$ cat config.mk
export PLATFORM = sky130hd
export DESIGN_NAME = col_parity_engine
export DESIGN_NICKNAME = d
export VERILOG_FILES = /design/src/rtl/col_parity_engine_pkg.sv /design/src/rtl/col_parity_engine_theta_slice.sv /design/src/rtl/col_parity_engine.sv
export SDC_FILE = /design/constraint.sdc
export NUM_CORES = 1
export LEC_CHECK = 0
export CELL_PAD_IN_SITES_DETAIL_PLACEMENT = 1
export CELL_PAD_IN_SITES_GLOBAL_PLACEMENT = 1
export CORE_MARGIN = 5
export CORE_UTILIZATION = 35
export CTS_CLUSTER_DIAMETER = 60
export DETAILED_ROUTE_END_ITERATION = 10
export GPL_TIMING_DRIVEN = 0
export PLACE_DENSITY_LB_ADDON = 0.1
export SKIP_CTS_REPAIR_TIMING = 1
export SLEW_MARGIN = 20
export SYNTH_ARGS = -nofsm -noshare
export SYNTH_HDL_FRONTEND = slang
export SYNTH_SLANG_ARGS = --single-unit
$ cat constraint.sdc
create_clock -name i_clk -period 5.2 [get_ports i_clk]
set_input_delay 1.04 -clock i_clk [delete_from_list [all_inputs] [get_ports i_clk]]
set_output_delay 1.04 -clock i_clk [all_outputs]
set_load 0.02 [all_outputs]
$ cat src/rtl/col_parity_engine_pkg.sv
// rtl/col_parity_engine_pkg.sv - shared shape defaults, FSM states and column-parity helper
package col_parity_engine_pkg;

    localparam int CPE_ROWS   = 5;
    localparam int CPE_COLS   = 5;
    localparam int CPE_DEPTH  = 64;
    localparam int CPE_LINE_W = CPE_ROWS * CPE_COLS;

    // Upper bounds let one helper serve any slice shape up to 16x16.
    localparam int MAX_ROWS   = 16;
    localparam int MAX_COLS   = 16;
    localparam int MAX_LINE_W = MAX_ROWS * MAX_COLS;

    typedef enum logic [2:0] {
        ST_IDLE,
        ST_READ,
        ST_DRAIN,
        ST_FINAL,
        ST_DONE
    } cpe_state_t;

    function automatic logic [MAX_COLS-1:0] col_parity(
        input logic [MAX_LINE_W-1:0] line,
        input int                    rows,
        input int                    cols
    );
        logic [MAX_COLS-1:0] c;
        c = '0;
        for (int y = 0; y < MAX_ROWS; y++) begin
            for (int x = 0; x < MAX_COLS; x++) begin
                if (y < rows && x < cols) begin
                    c[x] = c[x] ^ line[cols*y + x];
                end
            end
        end
        return c;
    endfunction

endpackage

$ cat src/rtl/col_parity_engine_theta_slice.sv
// rtl/col_parity_engine_theta_slice.sv - combinational parity and theta mix for one slice
module theta_slice
    import col_parity_engine_pkg::*;
#(
    parameter int ROWS = CPE_ROWS,
    parameter int COLS = CPE_COLS
) (
    input  logic [ROWS*COLS-1:0] i_line,
    input  logic [COLS-1:0]      i_c_prev,
    input  logic                 i_mode,
    output logic [COLS-1:0]      o_c_cur,
    output logic [ROWS*COLS-1:0] o_out_line
);

    logic [MAX_LINE_W-1:0] w_line_ext;
    logic [MAX_COLS-1:0]   w_c_full;
    logic                  w_unused_hi;
    logic [COLS-1:0]       w_d;

    assign w_line_ext  = MAX_LINE_W'(i_line);
    assign w_c_full    = col_parity(w_line_ext, ROWS, COLS);
    assign o_c_cur     = w_c_full[COLS-1:0];
    assign w_unused_hi = ^w_c_full[MAX_COLS-1:COLS];

    always_comb begin
        w_d        = '0;
        o_out_line = '0;
        for (int x = 0; x < COLS; x++) begin
            w_d[x] = o_c_cur[(x + COLS - 1) % COLS] ^ i_c_prev[(x + 1) % COLS];
        end
        if (i_mode) begin
            for (int y = 0; y < ROWS; y++) begin
                for (int x = 0; x < COLS; x++) begin
                    o_out_line[COLS*y + x] = i_line[COLS*y + x] ^ w_d[x];
                end
            end
        end else begin
            o_out_line[COLS-1:0] = o_c_cur;
        end
    end

endmodule

$ cat src/rtl/col_parity_engine.sv
// rtl/col_parity_engine.sv - self-sequenced in-place column-parity / theta sweep over slice memory
module col_parity_engine
    import col_parity_engine_pkg::*;
#(
    parameter int ROWS  = CPE_ROWS,
    parameter int COLS  = CPE_COLS,
    parameter int DEPTH = CPE_DEPTH,
    parameter int AW    = $clog2(DEPTH)
) (
    input  logic                 i_clk,
    input  logic                 i_rst_n,
    input  logic                 i_start,
    input  logic                 i_mode,
    output logic                 o_busy,
    output logic                 o_done,
    output logic                 o_rd_en,
    output logic [AW-1:0]        o_rd_addr,
    input  logic [ROWS*COLS-1:0] i_rd_data,
    output logic                 o_wr_en,
    output logic [AW-1:0]        o_wr_addr,
    output logic [ROWS*COLS-1:0] o_wr_data
);

    localparam int LINE_W = ROWS * COLS;

    cpe_state_t        r_state, w_state_nxt;
    logic              r_mode;
    logic              r_rd_en;
    logic [AW-1:0]     r_rd_addr;
    logic              r_vld;
    logic [AW-1:0]     r_idx;
    logic [LINE_W-1:0] r_line0;
    logic [COLS-1:0]   r_c_prev;
    logic              r_wr_en;
    logic [AW-1:0]     r_wr_addr;
    logic [LINE_W-1:0] r_wr_data;

    logic              w_last_rd;
    logic              w_flush0;
    logic [LINE_W-1:0] w_theta_line;
    logic [COLS-1:0]   w_c_cur;
    logic [LINE_W-1:0] w_out_line;

    assign w_last_rd    = (r_rd_addr == AW'(DEPTH - 1));
    // Slice 0 is emitted once the read pipeline has emptied, when c_prev holds C_{DEPTH-1}.
    assign w_flush0     = (r_state == ST_DRAIN) && !r_vld;
    assign w_theta_line = w_flush0 ? r_line0 : i_rd_data;

    theta_slice #(.ROWS(ROWS), .COLS(COLS)) u_theta (
        .i_line     (w_theta_line),
        .i_c_prev   (r_c_prev),
        .i_mode     (r_mode),
        .o_c_cur    (w_c_cur),
        .o_out_line (w_out_line)
    );

    always_ff @(posedge i_clk or negedge i_rst_n) begin
        if (!i_rst_n) r_state <= ST_IDLE;
        else          r_state <= w_state_nxt;
    end

    always_comb begin
        w_state_nxt = r_state;
        case (r_state)
            ST_IDLE:  if (i_start) w_state_nxt = ST_READ;
            ST_READ:  if (r_rd_en && w_last_rd) w_state_nxt = ST_DRAIN;
            ST_DRAIN: if (!r_vld) w_state_nxt = ST_FINAL;
            ST_FINAL: w_state_nxt = ST_DONE;
            ST_DONE:  w_state_nxt = ST_IDLE;
            default:  w_state_nxt = ST_IDLE;
        endcase
    end

    always_ff @(posedge i_clk or negedge i_rst_n) begin
        if (!i_rst_n) begin
            r_mode    <= 1'b0;
            r_rd_en   <= 1'b0;
            r_rd_addr <= '0;
            r_vld     <= 1'b0;
            r_idx     <= '0;
            r_line0   <= '0;
            r_c_prev  <= '0;
            r_wr_en   <= 1'b0;
            r_wr_addr <= '0;
            r_wr_data <= '0;
        end else begin
            r_vld   <= r_rd_en;
            r_idx   <= r_rd_addr;
            r_wr_en <= 1'b0;

            if (r_state == ST_IDLE && i_start) begin
                r_mode    <= i_mode;
                r_rd_en   <= 1'b1;
                r_rd_addr <= '0;
            end else if (r_rd_en) begin
                if (w_last_rd) begin
                    r_rd_en   <= 1'b0;
                    r_rd_addr <= '0;
                end else begin
                    r_rd_addr <= r_rd_addr + AW'(1);
                end
            end

            if (r_vld) begin
                r_c_prev <= w_c_cur;
                if (r_idx == '0) begin
                    r_line0 <= i_rd_data;
                end else begin
                    r_wr_en   <= 1'b1;
                    r_wr_addr <= r_idx;
                    r_wr_data <= w_out_line;
                end
            end else if (w_flush0) begin
                r_wr_en   <= 1'b1;
                r_wr_addr <= '0;
                r_wr_data <= w_out_line;
            end
        end
    end

    assign o_busy    = (r_state == ST_READ) || (r_state == ST_DRAIN) || (r_state == ST_FINAL);
    assign o_done    = (r_state == ST_DONE);
    assign o_rd_en   = r_rd_en;
    assign o_rd_addr = r_rd_addr;
    assign o_wr_en   = r_wr_en;
    assign o_wr_addr = r_wr_addr;
    assign o_wr_data = r_wr_data;

endmodule

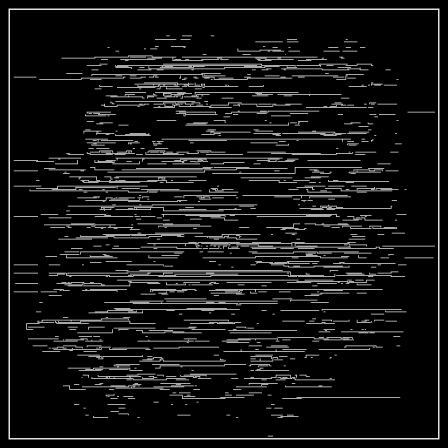
m1.png
- longest straight run: 54.7 um
- share of all routed wire: 48%
- main direction: horizontal
via count: 3328
Total Routed Length: 12630 um
Global Route met1 Usage: 24.69%

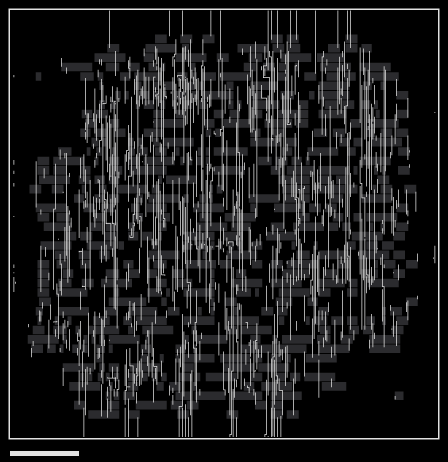
m2.png
The bar under the picture is 20 um long.
- share of all routed wire: 47%
- longest straight run: 50.7 um

==> reports/qor.yml <==
drt:
  routed-wl-met3_um: 452
  highest_layer: "met4"
  route.detailed.drc: 0
  wl_per_cell_um: 19.37
  ant_nets: 0
flow_run:
  max_cap_violations: 0
place:
  dpl.hpwl_um: 9124
  io_buffers: 68
global_routing:
  first_global_vias: 3517
  grt_first_pass_wirelength_um: 19840
  grt_use_met3_pct: 2.589
power_and_ir_drop:
  powerComb_mw: 1.79
  power.density_nw_per_um2: 626.8
  internal-power_mw: 2.192
final_timing:
  setup_violations: 0
  tns_ns: 0
  whs_ns: 0.4120
  max_freq_ghz: 0.3052
critical_path:
  r2r_end: "o_wr_data[21]$_DFFE_PN0P_"
  worstPathArrival_ns: 3.51
  crit_buf_inv: 1
  cp_slowest_cell: "xnor3_1"
  slowest_delay_ns: 0.55
clock_tree:
  clk_latency_ns: 0.34
  cts_tree: "done"
  root_buffer: "clkbuf_16"
  cts_buffers: 9
  clock_sinks: 80
layout:
  nFillCells: 1408
  fin_area_um2: 5772
  largest_cell_class: "combinational gates"
die:
  nWellTaps: 172
  die_width_um: 124.0
  row_count: 41
  die-area_um2: 15370
  die_h_um: 124.0
  fp-utilization_pct: 35.87
outcome:
  outcome: "complete, no violations"
synthesis:
  ys_sh_adder_pct: 0.2753
  fp_nets: 425
  ys_types: 51
worst_hold_path:
  holdCritStartpoint: "o_rd_en$_DFF_PN0_"
  holdPathEnd: "r_vld$_DFF_PN0_"
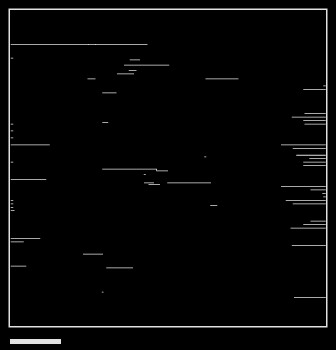
m3.png
The bar under the picture is 20 um long.
- main direction: horizontal
- share of all routed wire: 3.6%
- nets with wire on the layer: 47
- wire length on this layer: 453 um

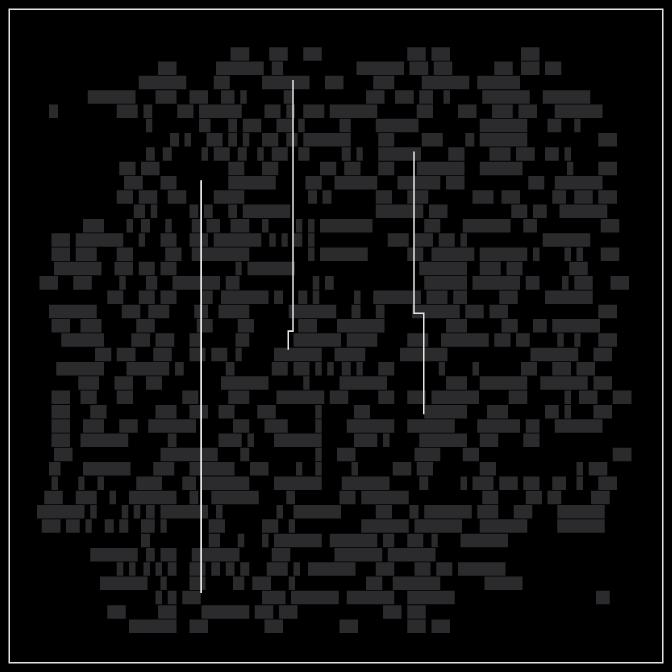
m4.png
- wire length on this layer: 182 um
- nets with wire on the layer: 2
- main direction: vertical
- share of all routed wire: 1.4%
- longest straight run: 78.2 um

## worst max-delay path by stage
stage	start	endpoint	slack (ns)	cells after the start
after floorplan	i_rd_data[19]	o_wr_data[10]$_DFFE_PN0P_	2.68	6
after global routing	i_rd_data[10]	o_wr_data[11]$_DFFE_PN0P_	1.83	7
after detailed placement	i_rd_data[10]	o_wr_data[21]$_DFFE_PN0P_	1.58	7
after global placement	i_rst_n	r_line0[1]$_DFFE_PN0P_	-0.05	1
after CTS	i_rd_data[10]	o_wr_data[21]$_DFFE_PN0P_	1.92	7
final	i_rd_data[10]	o_wr_data[21]$_DFFE_PN0P_	1.92	7
